## src/rtl/tpu_host_ctrl_if.sv

```systemverilog
// Host-side stream and tpuv1 bus signals of tpu_host_ctrl.
// master = the sequencer, slave = host FIFOs plus the tpuv1 port.
`timescale 1ns/1ps
interface tpu_host_ctrl_if #(
    parameter int ADDRW = 16,
    parameter int DATAW = 64
);
    logic             in_valid;
    logic             in_ready;
    logic [DATAW-1:0] in_data;
    logic             out_valid;
    logic             out_ready;
    logic [DATAW-1:0] out_data;
    logic             tpu_r_w;
    logic [ADDRW-1:0] tpu_addr;
    logic [DATAW-1:0] tpu_wdata;
    logic [DATAW-1:0] tpu_rdata;

    modport master (
        input  in_valid, in_data, out_ready, tpu_rdata,
        output in_ready, out_valid, out_data, tpu_r_w, tpu_addr, tpu_wdata
    );

    modport slave (
        output in_valid, in_data, out_ready, tpu_rdata,
        input  in_ready, out_valid, out_data, tpu_r_w, tpu_addr, tpu_wdata
    );
endinterface

```

## src/rtl/tpu_host_ctrl.sv

```systemverilog
// Host-side job sequencer for tpuv1: load A/B rows, trigger, wait, read back C.
// Optional job cycle counter enabled by defining TPU_HOST_PERF_EN.
`timescale 1ns/1ps
module tpu_host_ctrl #(
    parameter int               BITS_AB     = 8,
    parameter int               BITS_C      = 16,
    parameter int               DIM         = 8,
    parameter int               ADDRW       = 16,
    parameter int               DATAW       = 64,
    parameter int               COMPUTE_CYC = 24,
    parameter logic [ADDRW-1:0] A_BASE      = 16'h0100,
    parameter logic [ADDRW-1:0] B_BASE      = 16'h0200,
    parameter logic [ADDRW-1:0] C_BASE      = 16'h0300,
    parameter logic [ADDRW-1:0] GO_ADDR     = 16'h0400
) (
    input  logic        clk,
    input  logic        rst_n,
    input  logic        start,
    output logic        busy,
    output logic        done,
    output logic [31:0] perf_cycles,
    tpu_host_ctrl_if.master bus
);
    localparam int ROWW   = DIM * BITS_AB;
    localparam int CW     = (DIM * BITS_C) / DATAW;
    localparam int NWORDS = DIM * CW;
    localparam int IDXW   = $clog2(NWORDS + 1);
    localparam int CNTW   = $clog2(COMPUTE_CYC + 1);

    // One A/B row must fill exactly one bus word.
    if (ROWW != DATAW) begin : g_cfg_err
        $error("tpu_host_ctrl: DIM*BITS_AB must equal DATAW");
    end

    typedef enum logic [3:0] {
        IDLE, LOAD_A, LOAD_B, GO, COMPUTE, RD_ADDR, RD_CAP, RD_HOLD, DONE
    } state_t;

    state_t          state;
    logic [IDXW-1:0] idx;
    logic [CNTW-1:0] cnt;

    function automatic logic [ADDRW-1:0] word_addr(input logic [ADDRW-1:0] base,
                                                   input logic [IDXW-1:0]  i);
        return base + (ADDRW'(i) << 3);
    endfunction

    assign busy         = (state != IDLE);
    assign done         = (state == DONE);
    assign bus.in_ready = (state == LOAD_A) || (state == LOAD_B);

    always_ff @(posedge clk or negedge rst_n) begin
        if (!rst_n) begin
            state         <= IDLE;
            idx           <= '0;
            cnt           <= '0;
            bus.tpu_r_w   <= 1'b0;
            bus.tpu_addr  <= '0;
            bus.tpu_wdata <= '0;
            bus.out_valid <= 1'b0;
            bus.out_data  <= '0;
        end else begin
            // Write strobe is a single-cycle pulse unless re-armed below.
            bus.tpu_r_w <= 1'b0;
            case (state)
                IDLE: begin
                    if (start) begin
                        idx   <= '0;
                        state <= LOAD_A;
                    end
                end
                LOAD_A, LOAD_B: begin
                    if (bus.in_valid) begin
                        bus.tpu_r_w   <= 1'b1;
                        bus.tpu_addr  <= word_addr((state == LOAD_A) ? A_BASE : B_BASE, idx);
                        bus.tpu_wdata <= bus.in_data;
                        if (idx == IDXW'(DIM - 1)) begin
                            idx   <= '0;
                            state <= (state == LOAD_A) ? LOAD_B : GO;
                        end else begin
                            idx <= idx + 1'b1;
                        end
                    end
                end
                GO: begin
                    bus.tpu_r_w   <= 1'b1;
                    bus.tpu_addr  <= GO_ADDR;
                    bus.tpu_wdata <= '0;
                    cnt           <= '0;
                    state         <= COMPUTE;
                end
                COMPUTE: begin
                    // Read address is set up on exit so it is on the bus during RD_ADDR.
                    if (cnt == CNTW'(COMPUTE_CYC - 1)) begin
                        idx          <= '0;
                        bus.tpu_addr <= C_BASE;
                        state        <= RD_ADDR;
                    end else begin
                        cnt <= cnt + 1'b1;
                    end
                end
                RD_ADDR: state <= RD_CAP;
                RD_CAP: begin
                    bus.out_data  <= bus.tpu_rdata;
                    bus.out_valid <= 1'b1;
                    state         <= RD_HOLD;
                end
                RD_HOLD: begin
                    if (bus.out_ready) begin
                        bus.out_valid <= 1'b0;
                        if (idx == IDXW'(NWORDS - 1)) begin
                            state <= DONE;
                        end else begin
                            idx          <= idx + 1'b1;
                            bus.tpu_addr <= word_addr(C_BASE, idx + 1'b1);
                            state        <= RD_ADDR;
                        end
                    end
                end
                DONE:    state <= IDLE;
                default: state <= IDLE;
            endcase
        end
    end

`ifdef TPU_HOST_PERF_EN
    logic [31:0] perf_q;

    always_ff @(posedge clk or negedge rst_n) begin
        if (!rst_n) begin
            perf_q <= '0;
        end else if (state == IDLE && start) begin
            perf_q <= '0;
        end else if (busy && perf_q != 32'hFFFF_FFFF) begin
            perf_q <= perf_q + 32'd1;
        end
    end

    assign perf_cycles = perf_q;
`else
    assign perf_cycles = '0;
`endif
endmodule

```

## src/flat_wrapper.sv

```systemverilog
// flat-port wrapper written by rule: the top's interface ports become plain ports
module tpu_host_ctrl_flat 
#(
    parameter int               BITS_AB     = 8,
    parameter int               BITS_C      = 16,
    parameter int               DIM         = 8,
    parameter int               ADDRW       = 16,
    parameter int               DATAW       = 64,
    parameter int               COMPUTE_CYC = 24,
    parameter logic [ADDRW-1:0] A_BASE      = 16'h0100,
    parameter logic [ADDRW-1:0] B_BASE      = 16'h0200,
    parameter logic [ADDRW-1:0] C_BASE      = 16'h0300,
    parameter logic [ADDRW-1:0] GO_ADDR     = 16'h0400
)
  (clk, rst_n, start, busy, done, perf_cycles, bus_in_valid, bus_in_data, bus_out_ready, bus_tpu_rdata, bus_in_ready, bus_out_valid, bus_out_data, bus_tpu_r_w, bus_tpu_addr, bus_tpu_wdata);
  tpu_host_ctrl_if #(.ADDRW(ADDRW), .DATAW(DATAW)) bus_i ();
  input  logic clk;
  input  logic rst_n;
  input  logic start;
  output logic busy;
  output logic done;
  output logic [31:0] perf_cycles;
  input wire logic [$bits(bus_i.in_valid)-1:0] bus_in_valid;
  input wire logic [$bits(bus_i.in_data)-1:0] bus_in_data;
  input wire logic [$bits(bus_i.out_ready)-1:0] bus_out_ready;
  input wire logic [$bits(bus_i.tpu_rdata)-1:0] bus_tpu_rdata;
  output wire logic [$bits(bus_i.in_ready)-1:0] bus_in_ready;
  output wire logic [$bits(bus_i.out_valid)-1:0] bus_out_valid;
  output wire logic [$bits(bus_i.out_data)-1:0] bus_out_data;
  output wire logic [$bits(bus_i.tpu_r_w)-1:0] bus_tpu_r_w;
  output wire logic [$bits(bus_i.tpu_addr)-1:0] bus_tpu_addr;
  output wire logic [$bits(bus_i.tpu_wdata)-1:0] bus_tpu_wdata;
  assign bus_i.in_valid = bus_in_valid;
  assign bus_i.in_data = bus_in_data;
  assign bus_i.out_ready = bus_out_ready;
  assign bus_i.tpu_rdata = bus_tpu_rdata;
  assign bus_in_ready = bus_i.in_ready;
  assign bus_out_valid = bus_i.out_valid;
  assign bus_out_data = bus_i.out_data;
  assign bus_tpu_r_w = bus_i.tpu_r_w;
  assign bus_tpu_addr = bus_i.tpu_addr;
  assign bus_tpu_wdata = bus_i.tpu_wdata;
  tpu_host_ctrl #(.BITS_AB(BITS_AB), .BITS_C(BITS_C), .DIM(DIM), .ADDRW(ADDRW), .DATAW(DATAW), .COMPUTE_CYC(COMPUTE_CYC), .A_BASE(A_BASE), .B_BASE(B_BASE), .C_BASE(C_BASE), .GO_ADDR(GO_ADDR)) u_core (.clk(clk), .rst_n(rst_n), .start(start), .busy(busy), .done(done), .perf_cycles(perf_cycles), .bus(bus_i));
endmodule
```

## config.mk

```make
export PLATFORM = sky130hd
export DESIGN_NAME = tpu_host_ctrl_flat
export DESIGN_NICKNAME = d
export VERILOG_FILES = /design/src/rtl/tpu_host_ctrl_if.sv /design/src/rtl/tpu_host_ctrl.sv /design/src/flat_wrapper.sv
export SDC_FILE = /design/constraint.sdc
export NUM_CORES = 1
export LEC_CHECK = 0
export ABC_AREA = 1
export CORE_UTILIZATION = 38
export CTS_CLUSTER_SIZE = 20
export DETAILED_ROUTE_END_ITERATION = 8
export PLACE_DENSITY = 0.86
export SLEW_MARGIN = 5
export SYNTH_ARGS = -nofsm -noshare
export SYNTH_HDL_FRONTEND = slang
export SYNTH_SLANG_ARGS = --single-unit
```

## constraint.sdc

```tcl
create_clock -name clk -period 1.6 [get_ports clk]
set_input_delay 0.32 -clock clk [delete_from_list [all_inputs] [get_ports clk]]
set_output_delay 0.32 -clock clk [all_outputs]
set_load 0.01 [all_outputs]
```

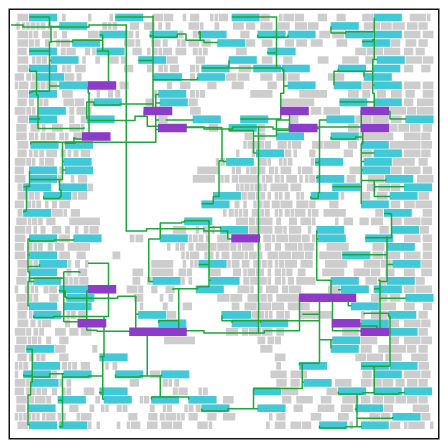
(images/clock_map.png)
[flip-flops] cyan | count: 152
[cells driving clock nets] purple | count: 17
[clock wires] green | length: 2070 um
flops lie: spread over the die
Latency at later pin: 410 ps
power share of the clock group: 19.6%
clk pwr: 4.17 mW

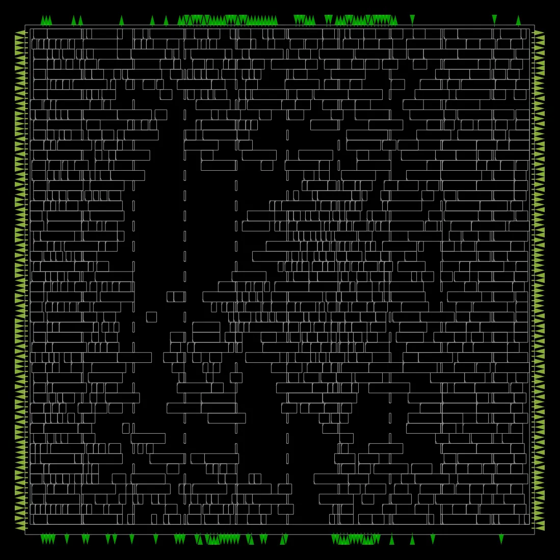
(images/final_placement.png)
Core Area: 17900 um2
post-route core utilization: 61.7%
# fillers: 1445

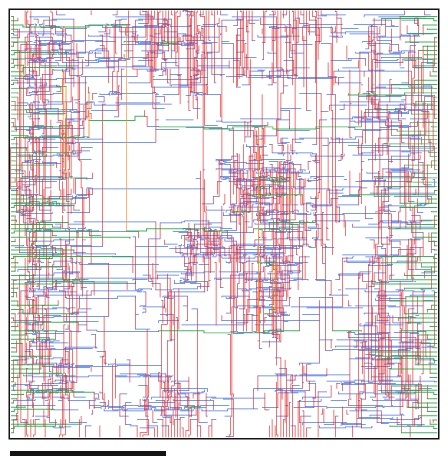
(images/metal_stack.png)
Bar = 50 um.
[met2] red | wire length: 9950 um
[met4] orange | wire length: 248 um
[met1] blue | wire length: 7790 um
[met3] green | wire length: 2020 um
total track usage: 20.5%
WL/cell: 16.4 um
via count: 5865
Routed WL: 20000 um

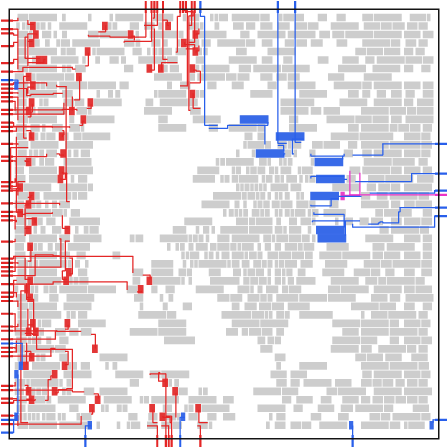
(images/port_nets.png)
[bus_out_ready] magenta | bits: 1 | direction: input | end cells: 1 | buffers: 1 | wire: 48.3 um
[bus_tpu_addr] blue | bits: 16 | direction: output | end cells: 16 | buffers: 8 | wire: 446 um
[bus_in_data] red | bits: 64 | direction: input | end cells: 64 | buffers: 64 | wire: 1280 um

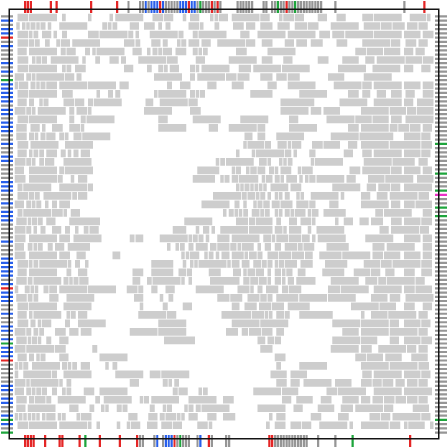
(images/pins.png)
Pins as bars across the die edge, other pins in gray.
[bus_tpu_addr] green | pins: 16 | direction: output | edge: 6 east, 4 west, 3 north, 3 south
[bus_in_data] blue | pins: 64 | direction: input | edge: 49 west, 10 north, 5 south
[perf_cycles] red | pins: 32 | direction: output | edge: 16 south, 13 north, 3 west
[bus_out_ready] magenta | pins: 1 | direction: input | edge: east
all pins by edge: 99 west, 99 east, 66 north, 50 south

==> flow_summary_export.csv <==
group,metric,value,unit
sta,drv_slew,0,
global_route,grt_use_met3,8.26,%
detailed_routing,wl_met1,7790,um
worst_setup_path,path_depth,9,
power,p_total,21.2,mW
worst_hold_path,holdPathEnd,"u_core.bus.tpu_wdata[14]$_DFFE_PN0P_",
worst_setup_path,worstSetupPathType,"flip-flop to flip-flop",
worst_setup_path,required,1890,ps
outcome,violations,"negative setup slack",
synthesis,ys_seq_share,54.9,%
sta,finClkSkew,9.17,ps
worst_setup_path,path_delay_family,"buffers and inverters",
worst_setup_path,r2r-end,"u_core.bus.out_data[37]$_DFFE_PN0P_",
power,internal-power,13.4,mW
cells_and_area,area_delta_synth_final,59.3,%
cells_and_area,final_layout_top_logic_cells,"dfrtp_1 (150), nand3_1 (143), dlygate4sd2_1 (138), clkdlybuf4s50_1 (130), nand2_1 (118)",
sta,fmax,585,MHz
sta,holdWs,217,ps
cells_and_area,layout_top_cell,"dfrtp_1",
global_route,grt_pass1_wl,29200,um
sta,rsz0062_at_grt,"yes",
power,ir_worst_vdd,0.00121,V
cts,clockRootBuffer,"clkbuf_16",
cells_and_area,reg_top3,"u_core.bus.out_data (64), u_core.bus.tpu_wdata (64), u_core.bus.tpu_addr (8)",
detailed_routing,dr.pass1.iters,4,
synthesis,ys_area,6930,um2
worst_hold_path,min_from,"bus_in_valid",
synthesis,aoi_share,1.34,%
cts,cts_buffers,17,
synthesis,ys_warn_count,0,
power,switching_share,37.1,%
global_route,grtUsageMet2,34.6,%
synthesis,top_cell_area_share,54.9,%
place,portBuffers,273,
sta,period_used_share,107,%
sta,hold_violations,0,
worst_setup_path,critPathCapture,"u_core.bus.out_data[37]$_DFFE_PN0P_",
worst_hold_path,min_path_type,"input pin to flip-flop",
power,combPwrFrac,49.7,%
worst_setup_path,cpPeakStageDelay,430,ps
floorplan,chipArea,18800,um2
synthesis,ys_cells,659,
place,place_ws,-138,ps
detailed_routing,drtIter0Drc,183,
synthesis,synth_cell_types,29,
synthesis,syn_inst,659,
outcome,status,"complete, but fails checks",
worst_hold_path,hold_path_depth,3,
synthesis,synth_area,6930,um2
synthesis,synthTopLogicFamily,"simple AND/OR/NAND/NOR gates",
floorplan,rows,49,
worst_setup_path,worstSetupEndpointType,"flip-flop",
detailed_routing,dr_wl_met2,9950,um
power,maxPowerGroup,"combinational cells",
cts,cts_tree,"done",
worst_setup_path,ff2ff_setup_slack,-110,ps
synthesis,top_area_cell,"dfrtp_1",
global_route,antenna_found_initial,0,
floorplan,dieHeight,137,um
place,dp.final_hpwl,13500,um
global_route,grtUsageMet1,23.5,%
synthesis,avgSynthCellArea,10.5,um2
place,dp.cells,1168,
sta,post-route-min-period,1710,ps
detailed_routing,drc,0,
run,maxCapViolations,0,
synthesis,ys_sh_mux,13.1,%
sta,setup_violations,68,
worst_setup_path,crit_start,"u_core.state[3]$_DFFE_PN0P_",
power,powerSeq,6.51,mW
cts,cts_sinks,152,
global_route,grt_pass1_vias,5712,
detailed_routing,dr_wl_met3,2020,um
cells_and_area,final_area,11000,um2
power,seqPwrFrac,30.7,%
run,warnings,28,
detailed_routing,viasPerCell,4.81,
global_route,busiest_layer,"met2",
synthesis,ys_ff,152,
power,switchingPower,7.87,mW
floorplan,die_w,137,um
power,pg_comb,10.6,mW
synthesis,synthTopCellsByArea,"dfrtp_1 (55%), nand3_1 (11%), mux2_4 (11%)",
sta,fin_setup_tns,-4590,ps
worst_setup_path,r2r-start,"u_core.state[3]$_DFFE_PN0P_",
cells_and_area,insertedDiodeCount,0,
cts,path_clk_slew,60,ps
cells_and_area,instances_no_fill,1220,
cts,clock_path_buffers,2,
synthesis,synth-simple-area-share,21.4,%
power,total_leakage_power,5.68,nW
cells_and_area,nNetsFinal,1114,
global_route,grt_overflow_total,0,
worst_setup_path,worstPathCellList,"buf_6, inv_4, buf_6, nand2_8, inv_4, nand3_4, buf_12, buf_16, mux2_4",
power,cellPowerDensity,1920,nW/um2
worst_setup_path,ff2ff_path_depth,9,
floorplan,fp_util,38.7,%
global_route,grt_max_degree,45,
cts,htreeDepth,4,
synthesis,synth-xor-area-share,0.126,%
worst_setup_path,crit_buf_inv,6,
detailed_routing,top_layer_used,"met4",
worst_setup_path,arrival,2010,ps
cells_and_area,drive_gt1_share,22.5,%
detailed_routing,ant_nets,0,
place,gp_congestion,0.815,
worst_setup_path,path_max_fanout,12,
sta,fin_ws,-110,ps
place,placed_area,10100,um2
floorplan,io_pins,314,
worst_setup_path,critPathLaunchType,"flip-flop",
synthesis,ys_sh_adder,0.542,%
worst_setup_path,critPathSlowestCell,"dfrtp_1",
==> final cells by class <==
cell class,instances,area (um2)
sequential,152,3810
multi-input combinational,449,2910
timing repair buffer,338,3350
clock inverter,12,168
fill,1445,6860
inverter,20,85.1
clock buffer,20,437
tap,229,287
==> Yosys cell counts, drive strengths merged <==
cell type / count
dfrtp: 152
o21a: 1
a21oi: 4
buf: 66
nand3: 153
conb: 1
xor2: 1
nand3b: 1
nand2: 144
clkbuf: 11
mux2: 64
ha: 3
nor2: 18
nor3: 2
inv: 20
o21ai: 13
nand4: 5
==> timing repair <==
action	in CTS	in global routing
resized	186	53
setup buffers	11	4
hold buffers	1	0
pin swaps	8	22
endpoints found under the setup margin	210	153
endpoints found under the hold margin	36	0
gates cloned	3	2
Power is estimated from default activity; no workload was simulated.
